`config.mk`:
```
export PLATFORM = sky130hd
export DESIGN_NAME = seg7_scan_ctrl
export DESIGN_NICKNAME = d
export VERILOG_FILES = /design/src/rtl/seg7_scan_ctrl.sv
export SDC_FILE = /design/constraint.sdc
export NUM_CORES = 1
export LEC_CHECK = 0
export CORE_UTILIZATION = 40
export DETAILED_ROUTE_END_ITERATION = 6
export GPL_TIMING_DRIVEN = 0
export PLACE_DENSITY = 0.69
export SLEW_MARGIN = 20
export SYNTH_ARGS = -nofsm -noshare
export SYNTH_HDL_FRONTEND = slang
export SYNTH_SLANG_ARGS = --single-unit
```
`constraint.sdc`:
```
create_clock -name clk -period 3.9 [get_ports clk]
set_clock_uncertainty 0.15 [all_clocks]
set_input_delay 0.78 -clock clk [delete_from_list [all_inputs] [get_ports clk]]
set_output_delay 0.78 -clock clk [all_outputs]
set_load 0.02 [all_outputs]
```
`src/rtl/seg7_scan_ctrl.sv`:
```
// Time-multiplexed scan controller for a common-anode 7-segment display.
// Digits are staged on load_i and committed only at frame boundaries.
module seg7_scan_ctrl #(
    parameter int NUM_DIGITS   = 4,
    parameter int CLK_DIV      = 1000,
    parameter int BLANK_CYCLES = 16
) (
    input  logic                    clk,
    input  logic                    rst,
    input  logic                    load_i,
    input  logic [4*NUM_DIGITS-1:0] digits_i,
    input  logic [NUM_DIGITS-1:0]   dp_i,
    output logic                    pending_o,
    output logic                    frame_o,
    output logic [NUM_DIGITS-1:0]   digit_en_o,
    output logic                    leda,
    output logic                    ledb,
    output logic                    ledc,
    output logic                    ledd,
    output logic                    lede,
    output logic                    ledf,
    output logic                    ledg,
    output logic                    ledp
);

    localparam int CNT_W = (CLK_DIV > 1) ? $clog2(CLK_DIV) : 1;
    localparam int IDX_W = $clog2(NUM_DIGITS);

    localparam logic [CNT_W-1:0] BLANK_LAST = CNT_W'(BLANK_CYCLES - 1);
    localparam logic [CNT_W-1:0] SLOT_LAST  = CNT_W'(CLK_DIV - 1);
    localparam logic [IDX_W-1:0] IDX_LAST   = IDX_W'(NUM_DIGITS - 1);

    typedef enum logic {
        ST_BLANK = 1'b0,
        ST_DRIVE = 1'b1
    } state_e;

    function automatic logic [6:0] seg_decode(input logic [3:0] code);
        logic [6:0] seg;
        case (code)
            4'd0:    seg = 7'b0000001;
            4'd1:    seg = 7'b1001111;
            4'd2:    seg = 7'b0010010;
            4'd3:    seg = 7'b0000110;
            4'd4:    seg = 7'b1001100;
            4'd5:    seg = 7'b0100100;
            4'd6:    seg = 7'b0100000;
            4'd7:    seg = 7'b0001111;
            4'd8:    seg = 7'b0000000;
            4'd9:    seg = 7'b0000100;
            default: seg = 7'b1111111;
        endcase
        return seg;
    endfunction

    state_e                  state_q, state_d;
    logic [CNT_W-1:0]        cnt_q, cnt_d;
    logic [IDX_W-1:0]        idx_q, idx_d;
    logic                    pending_q, pending_d;
    logic [4*NUM_DIGITS-1:0] staged_q, staged_d;
    logic [NUM_DIGITS-1:0]   staged_dp_q, staged_dp_d;
    logic [4*NUM_DIGITS-1:0] active_q, active_d;
    logic [NUM_DIGITS-1:0]   active_dp_q, active_dp_d;

    logic       frame_w;
    logic       commit_w;
    logic [3:0] cur_code;
    logic       cur_dp;
    logic [6:0] seg_w;

    always_ff @(posedge clk) begin
        if (rst) begin
            state_q     <= ST_BLANK;
            cnt_q       <= '0;
            idx_q       <= '0;
            pending_q   <= 1'b0;
            staged_q    <= '1;
            staged_dp_q <= '0;
            active_q    <= '1;
            active_dp_q <= '0;
        end else begin
            state_q     <= state_d;
            cnt_q       <= cnt_d;
            idx_q       <= idx_d;
            pending_q   <= pending_d;
            staged_q    <= staged_d;
            staged_dp_q <= staged_dp_d;
            active_q    <= active_d;
            active_dp_q <= active_dp_d;
        end
    end

    // Slot timing: counts 0..BLANK_CYCLES-1 are blanking, the rest drive the digit.
    always_comb begin
        state_d = state_q;
        idx_d   = idx_q;
        cnt_d   = (cnt_q == SLOT_LAST) ? '0 : cnt_q + 1'b1;
        case (state_q)
            ST_BLANK: begin
                if (cnt_q == BLANK_LAST) begin
                    state_d = ST_DRIVE;
                end
            end
            ST_DRIVE: begin
                if (cnt_q == SLOT_LAST) begin
                    state_d = ST_BLANK;
                    idx_d   = (idx_q == IDX_LAST) ? '0 : idx_q + 1'b1;
                end
            end
            default: state_d = ST_BLANK;
        endcase
    end

    assign frame_w  = (state_q == ST_BLANK) && (idx_q == '0) && (cnt_q == '0);
    assign commit_w = frame_w && pending_q;

    // load_i is a fire-and-forget strobe with no back-pressure: the last load
    // before a frame start wins, and a load coinciding with a commit is kept
    // staged for the following frame.
    always_comb begin
        pending_d   = pending_q;
        staged_d    = staged_q;
        staged_dp_d = staged_dp_q;
        active_d    = active_q;
        active_dp_d = active_dp_q;
        if (commit_w) begin
            active_d    = staged_q;
            active_dp_d = staged_dp_q;
            pending_d   = 1'b0;
        end
        if (load_i) begin
            staged_d    = digits_i;
            staged_dp_d = dp_i;
            pending_d   = 1'b1;
        end
    end

    assign cur_code = active_q[{idx_q, 2'b00} +: 4];
    assign cur_dp   = active_dp_q[idx_q];

    always_comb begin
        digit_en_o = '1;
        seg_w      = 7'b1111111;
        ledp       = 1'b1;
        if (state_q == ST_DRIVE) begin
            digit_en_o[idx_q] = 1'b0;
            seg_w             = seg_decode(cur_code);
            ledp              = ~cur_dp;
        end
    end

    assign {leda, ledb, ledc, ledd, lede, ledf, ledg} = seg_w;
    assign frame_o   = frame_w;
    assign pending_o = pending_q;

endmodule
```
Fig. 1: run 1, register map, names as in the netlist
Bar = 20 microns. Other sequential cells in the stronger gray, the rest of the logic in the fainter gray.
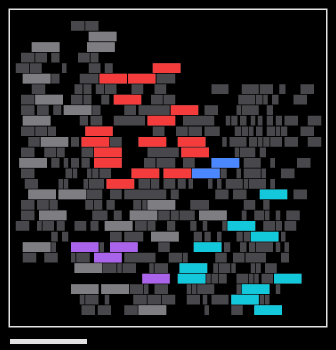
- `cnt_q`: cyan (sequential cells 10; where south-east)
- `idx_q`: blue (sequential cells 2)
- `active_q`: red (sequential cells 16; where center)
- `active_dp_q`: purple (sequential cells 4)
- not colored: 22

Fig. 2: run 1, a small window of the routed layout
Region (46, 5) to (76, 35) microns. Cells in gray, sequential cells in the stronger gray; small squares are vias.
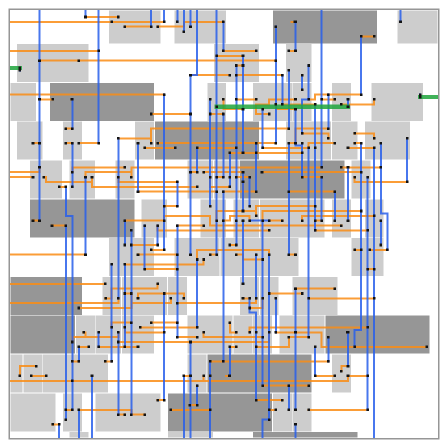
- met1: orange
- met2: blue
- met3: green
- most frequent: nor2_1 (15), dfxtp_1 (10)
- cells with their middle in the window: 66
- netlist names of flops here include: `cnt_q` (9), `state_q` (1)
- sequential cells in the window: 10

Fig. 3: run 1, clock nets
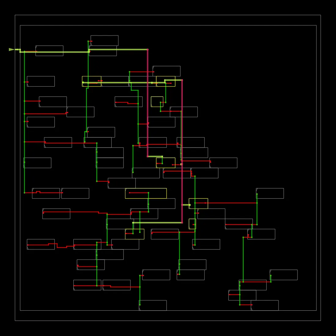
clk sink count: 54
total clock buffers created by CTS: 5
count of sequential standard cells: 54
tally of clock buffers in the finished layout: 5

==> results.txt, run 1 <==
Numbers from the implementation run.

The total I/O pin count is 37. The final number of setup-violating endpoints is 0. The setup slack of the worst register-to-register path is 1.57 ns. The top cell type's share of synthesized area is 0.426.

The final report gives the core utilization as 0.512. The biggest area consumer among synthesized cells is dfxtp_1. The number of antenna violations at the first check in global routing is 0.

The tightest hold path in the finished design has a slack of between 0.3 and 0.4 ns. The worst-case setup margin in the final layout is roughly 0.23 ns. The count of hold-fix buffers inserted at cts is 0. The worst setup path is captured at an output pin. The overall fraction of global-route tracks in use is 0.171. The number of setup buffers added after CTS is 0. The count of input and output buffers is 34. The flow ran to the end, and the final reports show no timing, DRC or antenna violations. The data arrival time reported for the critical path is about 2.7 ns. After the last flow step, the layout net total stands at 335. The final count of pins violating max slew is 0. The chip height is ~82 microns. Among all flip-flop cells after synthesis, the most frequent one is dfxtp_1.

The area growth from synthesis to layout is 21.5%. The post-synth area from yosys stat is about 2500 sq um. Data on the critical path is required at its endpoint by between 2 and 3 ns. According to the floorplan report, the die width is just over 80 microns. For this run the aggregate overflow at the end of global routing stands at 0. Post-route period utilization is reported as 0.940. The maximum single-stage delay on the critical path is about 0.6 ns. The sort of element at the start of the critical path is a flip-flop.

For the finished layout, the period the worst path requires is 3.67 ns. The final wirelength is 5010 microns. The number of buffers and inverters on the critical path is 3. The ratio of total power to cell area is 369 nW/um^2.

Counting every instance in the synthesized netlist gives roughly 260. In the routed layout, each cell is associated on average with a via count of just over 5. Summing over the stages, the warning tally comes to 34.

The routed via count is roughly 1900. The area of all placed cells without fillers is between 3000 and 4000 sq um. Warnings reported by Yosys during synthesis add up to 0. The library cell with the highest instance count after synthesis is dfxtp_1.

The placement-stage cell area is roughly 3000 sq um. The flow reports an fmax of around 270 MHz. The worst supply voltage drop on vdd is 0.281 mV. Of the cells placed in the final design, the portion with a size suffix greater than 1 is 0.0894. The tree is rooted in a clkbuf_8. After routing, the total negative slack on setup checks comes to 0 ns. The worst max-slew margin expressed relative to the limit is 0.641. Summed over all nets, the half-perimeter wirelength after detailed placement is approximately 3700 microns. Of the synthesized area, sequential elements account for 0.426.

The number of cells in Yosys stat is 260. The transition time at the pin with the least slew margin is about 0.54 ns. The commonest cells after synthesis are dfxtp_1, a211o_1, nor2_1. For reference, the critical path cell chain is buf_6 -> mux4_2 -> inv_2 -> ha_1 -> nand2_1 -> o21ai_0 -> a21oi_1 -> clkdlybuf4s50_1.

Looking at the clock tree report, the maximum root-to-sink buffer count equals 2. Per the CTS log, the maximum H-tree level is 2. In the routed design, unresolved DRC markers number 0. The count of max-cap constraint violations is 0. The site row count is 28. Entering global routing, the biggest net connects 18 pins. TritonCTS built the clock tree. Setup repair after global routing left no endpoint under its margin. The number of antenna diodes in the final layout is 0. The placement summary gives the final routability congestion estimate as slightly below 0.8. The synthesized cell area is approximately 2500 sq um.

The clock latency at the later pin of the worst-skew pair is 0.31 ns. The synthesis report lists the most area-consuming cells as dfxtp_1, a211o_1, ha_1, mux2i_1, and3_1. Max fanout on the critical path was recorded as 10. The leakage power figure is 1.27 nW.

The via count of the first global-routing pass was roughly 1800. The average wire per standard cell is 13.3 microns. The net count after synthesis is roughly 300. Per the post-route antenna check, the number of violating nets is 0. Per the post-synthesis stats, the area per cell is between 9 and 10 sq um. After clock tree synthesis, the repair step resized 0 gates. The number of search-and-repair iterations in the first detailed-routing pass is 4.
==> run 1: cell type report <==
| class | instances | area [sq um] |
|---|---|---|
| Sequential cell | 54 | 1080 |
| Fill cell | 586 | 2940 |
| Clock buffer | 5 | 68.8 |
| Timing Repair Buffer | 34 | 340 |
| Buffer | 18 | 103 |
| Tap cell | 75 | 93.8 |
| Inverter | 8 | 30.0 |
| Clock inverter | 3 | 43.8 |
| Multi-Input combinational cell | 180 | 1320 |
==> run 1: kinds of logic after synthesis <==
logic type	after synthesis	synth area share
and+or+nand+nor	93	0.198
DFF	54	0.426
AOI/OAI and AO/OA	51	0.149
buffers and inverters	26	0.0523
muxes	19	0.100
adders and majority gates	11	0.0542
xor gates and xnor gates	6	0.0207
==> run 1: where the power goes <==
group | switching (mW) | internal, mW | total, mW
Combinational | 0.0716 | 0.0808 | 0.152
Clock | 0.189 | 0.193 | 0.382
Sequential | 0.0188 | 0.584 | 0.603
Total | 0.280 | 0.857 | 1.14
==> run 1: metrics by stage <==
| step | cells | power [mW] |
|---|---|---|
| floorplan | 260 | 0.715 |
| global placement | 369 | 0.765 |
| detailed placement | 369 | 0.767 |
| CTS | 377 | 1.15 |
| global route | 377 | 1.19 |
| finish | 377 | 1.14 |
==> run 1: registers in the layout, indices dropped and copies added, names as in the netlist <==
signal and count:
staged_dp_q 4, staged_q 16, active_q 16, active_dp_q 4, state_q 1, pending_o 1, cnt_q 10, idx_q 2
==> run 1: final timing paths <==
| path | cells past startpoint | end | from |
|---|---|---|---|
| worst max-delay path | 8 | ledd | idx_q[0] |
| worst min-delay path | 1 | active_q[9] | active_q[9] |
| worst max register to register | 9 | active_q[14] | idx_q[1] |
| worst min register to register | 1 | active_q[9] | active_q[9] |
==> run 1: layout by cell type (no fill, tap or decap), drive strengths merged <==
cell type      synthesis  routed
bufinv                 0       1
o21ai                  7       7
dfxtp                 54      54
a21oi                 11      11
and4                   2       2
nand3                  6       6
xnor2                  3       3
nor2                  29      29
mux2                   1       1
nor4b                  2       2
ha                    11      11
buf                   10      10
clkdlybuf4s50          0      34
nand4b                 1       1
and3                  19      19
mux2i                 13      13
nor4                   1       1
nand2                 14      14
xor2                   3       3
a211o                 32      32
and2                   1       1
nand2b                 1       1
clkinv                 0       1
nor2b                 17      17
o211ai                 1       1
inv                    8       9
clkbuf                 8      13
mux4                   5       5
==> run 1: layer usage <==
layer  vias to the layer above  GRT usage  wire length [microns]
met5                         -          0                      0
met4                         0     0.0526                     66
met3                         6     0.0367                    177
met2                        34      0.272                   2200
met1                       892      0.232                   2560
li1                       1002          -                      -
## Run 2: what changed since run 1
==> constraint.sdc (replaced) <==
create_clock -name clk -period 3.9 [get_ports clk]
set_clock_uncertainty 0.15 [all_clocks]
set_input_delay 0.585 -clock clk [delete_from_list [all_inputs] [get_ports clk]]
set_output_delay 0.585 -clock clk [all_outputs]
set_load 0.02 [all_outputs]
Fig. 4: run 2, routed clock nets over the placement
Bar = 20 microns.
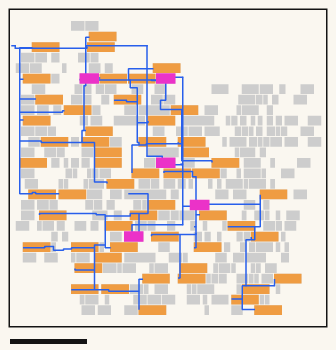
- clock wires: blue (length 644 microns)
- cells driving clock nets: magenta (count 5)
- flip-flops: orange (count 54)
- routed clock nets: 6
- flops lie: spread over the die

Fig. 5: run 2, register map, names as in the netlist
Bar = 20 microns. Other sequential cells in the stronger gray, the rest of the logic in the fainter gray.
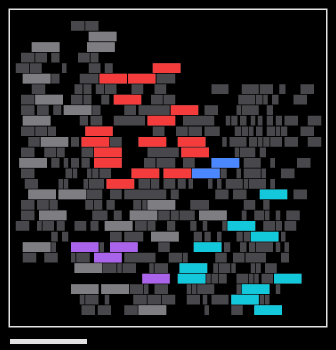
- `active_q`: red (sequential cells 16; where center)
- `idx_q`: blue (sequential cells 2)
- `cnt_q`: cyan (sequential cells 10; where south-east)
- `active_dp_q`: purple (sequential cells 4)
- not colored: 22

==> results.txt, run 2 <==
Numbers from the implementation run.

The flow ran to the end, and the final reports show no timing, DRC or antenna violations. The count of max-cap constraint violations is 0. The leakage component of the power was reported as 1.27 nW. The proportion of synthesized flip-flops having asynchronous set or reset is 0.

The placement-stage cell area is slightly below 3000 sq um. The path depth of the worst reg2reg path is 9. The shortest clock period the worst path allows after layout is 3.47 ns. Looking at the post-CTS report, the setup buffer insertion count equals 0. The worst hold path belongs to the class reg2reg. Per the OpenROAD floorplan log, the area of the die is approximately 6700 sq um.

The transition time at the pin with the least slew margin is about 0.54 ns. Yosys mapped a number of flops with a built-in enable equal to 0. Per the finish-stage timing summary, setup violations number 0.

The synthesized cell area is around 2500 sq um. The via count of the first global-routing pass was around 1800. The ratio of total power to cell area is ~370 nW/um^2. Yosys attributes the largest share of cell area to dfxtp_1, a211o_1, ha_1, mux2i_1, and3_1. The clock-pin slew on the worst setup and hold paths is 0.10 ns. According to the timing report, the critical path is captured at ledd. For reference, the critical path is launched at idx_q[0]. The registers reported with the highest flop counts are active_q x16, staged_q x16, cnt_q x10.

The site row count is 28. Yosys reports a chip area of between 2000 and 3000 sq um. The biggest area consumer among synthesized cells is dfxtp_1. The net count of the mapped netlist is ~300. The setup check on the worst reg-to-reg path leaves a slack of between 1.5 and 2 ns. The clock root buffer master is clkbuf_8.

The most common cell in the synthesized netlist is dfxtp_1. The DRC violation count after routing is 0. The gate count of the mapped netlist is 260. Setup repair after global routing left no endpoint under its margin.

In the log, the iteration count for the first detailed-route pass is 4. The final timing summary puts the cycle share of the worst path at 0.890. Of the synthesized area, sequential elements account for 0.426. Recorded from the global router log, the overflow total was 0. The required time reported for the critical path endpoint is 3.16 ns.

Per the timing report, the most critical flop-to-flop path finishes at active_q[14]. The number of buffers between clock root and the deepest sink is 2. In the layout the commonest cells are dfxtp_1, clkdlybuf4s50_1, a211o_1, nor2_1, and3_1. The global routing report lists combined usage of all routing layers as 0.171. The number of antenna diodes is 0. The clock tree from TritonCTS is done.

The cell resize tally after clock tree synthesis is 0. In this run the layout overhead on the synthesized area is reported as 21.5%. The netlist uses 30 different library cells. For this run, the detailed router reports a per-instance via density of around 5.1.

The final wirelength is approximately 5000 microns. Post-synth the commonest register cell is dfxtp_1. The area of all placed cells without fillers is ~3100 sq um. The most common library cell in the layout ignoring fill and taps is dfxtp_1.

The number of sinks on the clock net is between 50 and 60. In the final layout, the share of cells above drive strength 1 is 0.0894. The number of nets still failing antenna checks after routing is 0.

The sort of element at the start of the critical path is a flip-flop. The mean instance size in the synthesized netlist is 9.76 sq um. CTS added clock buffers totalling 5. In the floorplan report the effective utilization is 0.421.

Per the Yosys statistics, synthesis produced around 260 cells. The floorplan step set the die height to approximately 82 microns. The number of antenna violations at the first check in global routing is 0. The launching point of the worst reg2reg path is idx_q[1]. The final count of hold timing violations is 0. The H-tree level count is 2. For the final routed database, the setup TNS stands at 0 ns.

Summed over all nets, the half-perimeter wirelength after detailed placement is 3650 microns. The maximum fanout along the worst path is 10. Per the power-grid run, VDD falls by no more than roughly 0.28 mV. The maximum clock rate is 288 MHz. The worst max-slew margin expressed relative to the limit is 0.641. The maximum number of pins on one net before global-route repair is 18. Across all stage logs, warnings added up to 34. Counting the warning lines in the Yosys log gives 0. The global placement routability congestion is 0.793. Counting instances in the post-synthesis netlist gives the leading cell types as dfxtp_1, a211o_1, nor2_1. The total I/O pin count is 37. For this run, the post-layout net count is 335. STA puts the critical path data arrival time at roughly 2.7 ns. Clock latency on the worst-skew pair, taken at its later pin, is 0.31 ns. The final count of pins violating max slew is 0. The count of input and output buffers is 34. The average wire per standard cell is approximately 13 microns.

The critical path class is reg2out. The routed via count is about 1900. The floorplan die width is 81.6 microns.

The kind of end point of the critical path is an output pin. The first global-routing pass estimated just under 9000 microns of wire. The area fraction of the largest cell type after synthesis is 0.426. The count of hold-fix buffers inserted at cts is 0.
[run 2: cell counts after synthesis]
No cell type changed its count.
[run 2: cell families (layout without fill, tap and decap cells)]
logic type      count (synthesis)  count (layout)  synth area share
mux                            19              19             0.100
buf+inv                        26              68            0.0523
flops                          54              54             0.426
simple gates                   93              93             0.198
xor+xnor                        6               6            0.0207
fa+ha+maj                      11              11            0.0542
compound gates                 51              51             0.149
[run 2: critical path, cell delays in order, from the launching register on]
cell	delay (ns)
dfxtp_1	0.38
buf_6	0.19
mux4_2	0.60
inv_2	0.12
ha_1	0.25
nand2_1	0.06
o21ai_0	0.08
a21oi_1	0.15
clkdlybuf4s50_1	0.61
[run 2: power by group]
part	total [mW]	switching [mW]	leakage, nW	internal (mW)
registers	0.603	0.0188	0.444	0.584
clock network	0.382	0.189	0.0585	0.193
logic	0.152	0.0716	0.772	0.0808
total	1.14	0.280	1.27	0.857
[run 2: how the worst min path moves through the flow]
stage	from	endpoint	slack (ns)	depth (start not counted)
after floorplan	active_q[11]	active_q[11]	0.28	1
after global placement	active_q[7]	active_q[7]	0.29	1
after detailed placement	active_q[8]	active_q[8]	0.29	1
after CTS	active_q[8]	active_q[8]	0.32	1
after global routing	active_q[15]	active_q[15]	0.33	1
final	active_q[9]	active_q[9]	0.32	1
[run 2: layer usage]
layer,wire (microns),up-vias,global-route usage
li1,-,1002,-
met1,2560,892,0.232
met2,2200,34,0.272
met3,177,6,0.0367
met4,66,0,0.0526
met5,0,-,0
[run 2: metrics by stage]
step                utilization  power, mW  instances  hold WS [ns]  setup slack [ns]
global placement          0.493      0.765        369         0.288             0.780
finish                    0.512       1.14        377         0.316             0.428
floorplan                     -      0.715        260         0.280              1.27
CTS                       0.512       1.15        377         0.316             0.421
detailed placement        0.493      0.767        369         0.294             0.778
global route              0.512       1.19        377         0.333             0.258
[run 2: final cells by class]
cell class | count | area (sq um)
timing repair buffer | 34 | 340
fill | 586 | 2940
clock buffer | 5 | 68.8
multi-input combinational | 180 | 1320
sequential | 54 | 1080
buffer | 18 | 103
tap | 75 | 93.8
inverter | 8 | 30.0
clock inverter | 3 | 43.8
## Run 3: what changed since run 2
GPL_TIMING_DRIVEN = default   (was 0)
Fig. 6: run 3, routed clock nets over the placement
Bar = 20 microns.
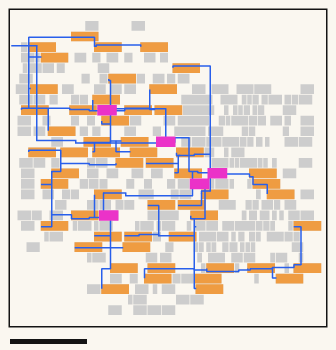
- clock wires: blue (length 623 microns)
- cells driving clock nets: magenta (count 5)
- flip-flops: orange (count 54)
- flops lie: spread over the die
- routed clock nets: 6

Fig. 7: run 3, cell sizes after repair
Bar = 20 microns.
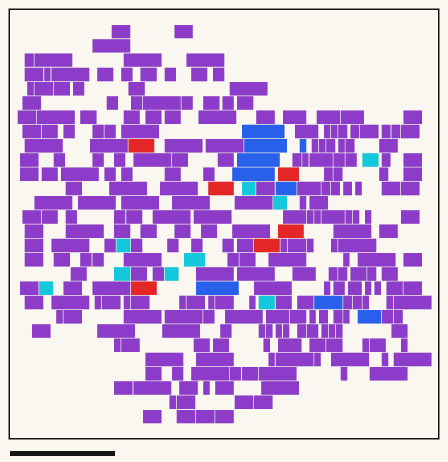
- drive 6 and up: red (cells 6)
- drive 1 or less: purple (cells 267)
- drive 2: blue (cells 9)
- drive 3 to 4: cyan (cells 9)

==> results.txt, run 3 <==
Numbers from the implementation run.

Setup repair after global routing left no endpoint under its margin. Of the total power, registers draw 0.561. Setup slack on the critical path of the routed design comes to 0.399 ns. Excluding fillers, the count of instances in the completed layout stands at about 370. Summing all flip-flop and latch instances after layout gives 1080 sq um. Post-CTS repair changed the size of 0 cells. The distinct cell type count of the synthesized netlist is 30. Leaving out fill and tap cells, the most frequent cell in the layout is dfxtp_1.

The shortest clock period the worst path allows after layout is 3.50 ns. The leakage power in the latest report is roughly 1.2 nW. Between the synthesized netlist and the finished layout, the area growth was recorded as 19.2%.

The number of synthesis warnings is 0. The overall die area is 6670 sq um. The chip height is between 80 and 90 microns. The later pin in the worst-skew pair is clocked with a latency of 0.31 ns.

In this run, the synthesized area fraction spent on xor and xnor cells is recorded as 0.0207. On the reported timing paths, the clock transition at the registers reads ~0.11 ns. The number of nets still failing antenna checks after routing is 0. Setup total negative slack on the finished layout was measured at 0 ns. Synthesis handed over a netlist of around 260 instances. The critical path in this run is classified as reg2out.

After detailed routing, the wire length on met1 is roughly 2500 microns. The final report gives the core utilization as 0.502. The number of buffers between clock root and the deepest sink is 2. Routed signal wires occupy layers up through met4. Per the slew report, the remaining headroom to the max-slew limit stands at 0.501. Per the CTS log, the root buffer master is clkbuf_8. The first detailed-routing pass took 4 iterations.

The number of antenna violations at the first check in global routing is 0. The HPWL after detailed placement is roughly 3500 microns. The pin closest to its max-slew limit shows a slew of between 0.7 and 0.8 ns. Along the worst path, the maximum fanout reaches 7. The number of hold buffers added after CTS was 0. The synthesis report names the predominant flop master as dfxtp_1.

For this run, the top clock speed supported by timing is roughly 290 MHz. In this run the maximum-capacitance check reported violations numbering 0. The routed via count divided by cell count is ~5.2. The number of sinks on the clock net is approximately 54. The worst hold-check path type is reg2reg. The warning total across the stage logs is 34. Total power normalized to cell area comes to around 360 nW/um^2.

The floorplan die width is 81.6 microns. Endpoints with negative setup slack in the final report add up to 0. The number of enable-type register cells in the synthesized netlist is 0. The switching fraction of total power is 0.266. The count of input and output buffers is 36.

The DRC violation count after routing is 0. The met3 wire length is 205 microns. The detailed router placed 1915 vias in this run. The run finished with clean final reports. After synthesis, the share of flip-flops with an asynchronous set or reset is 0. The post-synth area from yosys stat is ~2500 sq um.
run 3: cell counts after synthesis:
No cell type changed its count.
run 3: per-stage QoR:
step,instance area (sq um),total power [mW]
after floorplan,2540,0.715
after global placement,2930,0.761
after detailed placement,2930,0.765
after CTS,3020,1.09
after global routing,3020,1.14
final,3020,1.08
run 3: power by group through the flow:
| stage | Sequential [mW] | Combinational (mW) | Clock [mW] |
|---|---|---|---|
| finish | 0.607 | 0.145 | 0.329 |
| floorplan | 0.610 | 0.105 | 0 |
| detailed placement | 0.620 | 0.145 | 0 |
| global route | 0.612 | 0.162 | 0.365 |
| CTS | 0.607 | 0.146 | 0.340 |
| global placement | 0.619 | 0.143 | 0 |
run 3: layer usage:
metal | GRT usage | vias to the layer above
met4 | 0.0421 | 0
li1 | - | 976
met3 | 0.0400 | 2
met5 | 0 | -
met1 | 0.218 | 894
met2 | 0.253 | 43
run 3: layout make-up:
cell class                      count  area share
Multi-Input combinational cell    180       0.438
Sequential cell                    54       0.357
Timing Repair Buffer               41       0.132
Tap cell                           75      0.0310
Clock buffer                        5      0.0228
Inverter                            8     0.00993
Clock inverter                      3     0.00952
run 3: kinds of logic after synthesis:
kind of cell	count (synthesis)
flops	54
compound gates	51
buf+inv	26
mux	19
simple gates	93
fa+ha+maj	11
xor+xnor	6
run 3: path summary, 6_finish.rpt:
| path | start | to | slack [ns] | cells after the start |
|---|---|---|---|---|
| hold / removal | active_q[4] | active_q[4] | 0.33 | 1 |
| setup reg to reg | idx_q[0] | active_q[9] | 1.38 | 8 |
| setup / recovery | idx_q[0] | ledd | 0.40 | 7 |
| hold reg to reg | active_q[4] | active_q[4] | 0.33 | 1 |
run 3: critical path, stage by stage (launching register included):
cell             delay, ns
dfxtp_1               0.56
mux4_2                0.63
inv_2                 0.12
ha_1                  0.25
nand2_1               0.06
o21ai_0               0.09
a21oi_1               0.15
clkdlybuf4s50_1       0.61
Power and IR drop assume default switching activity.
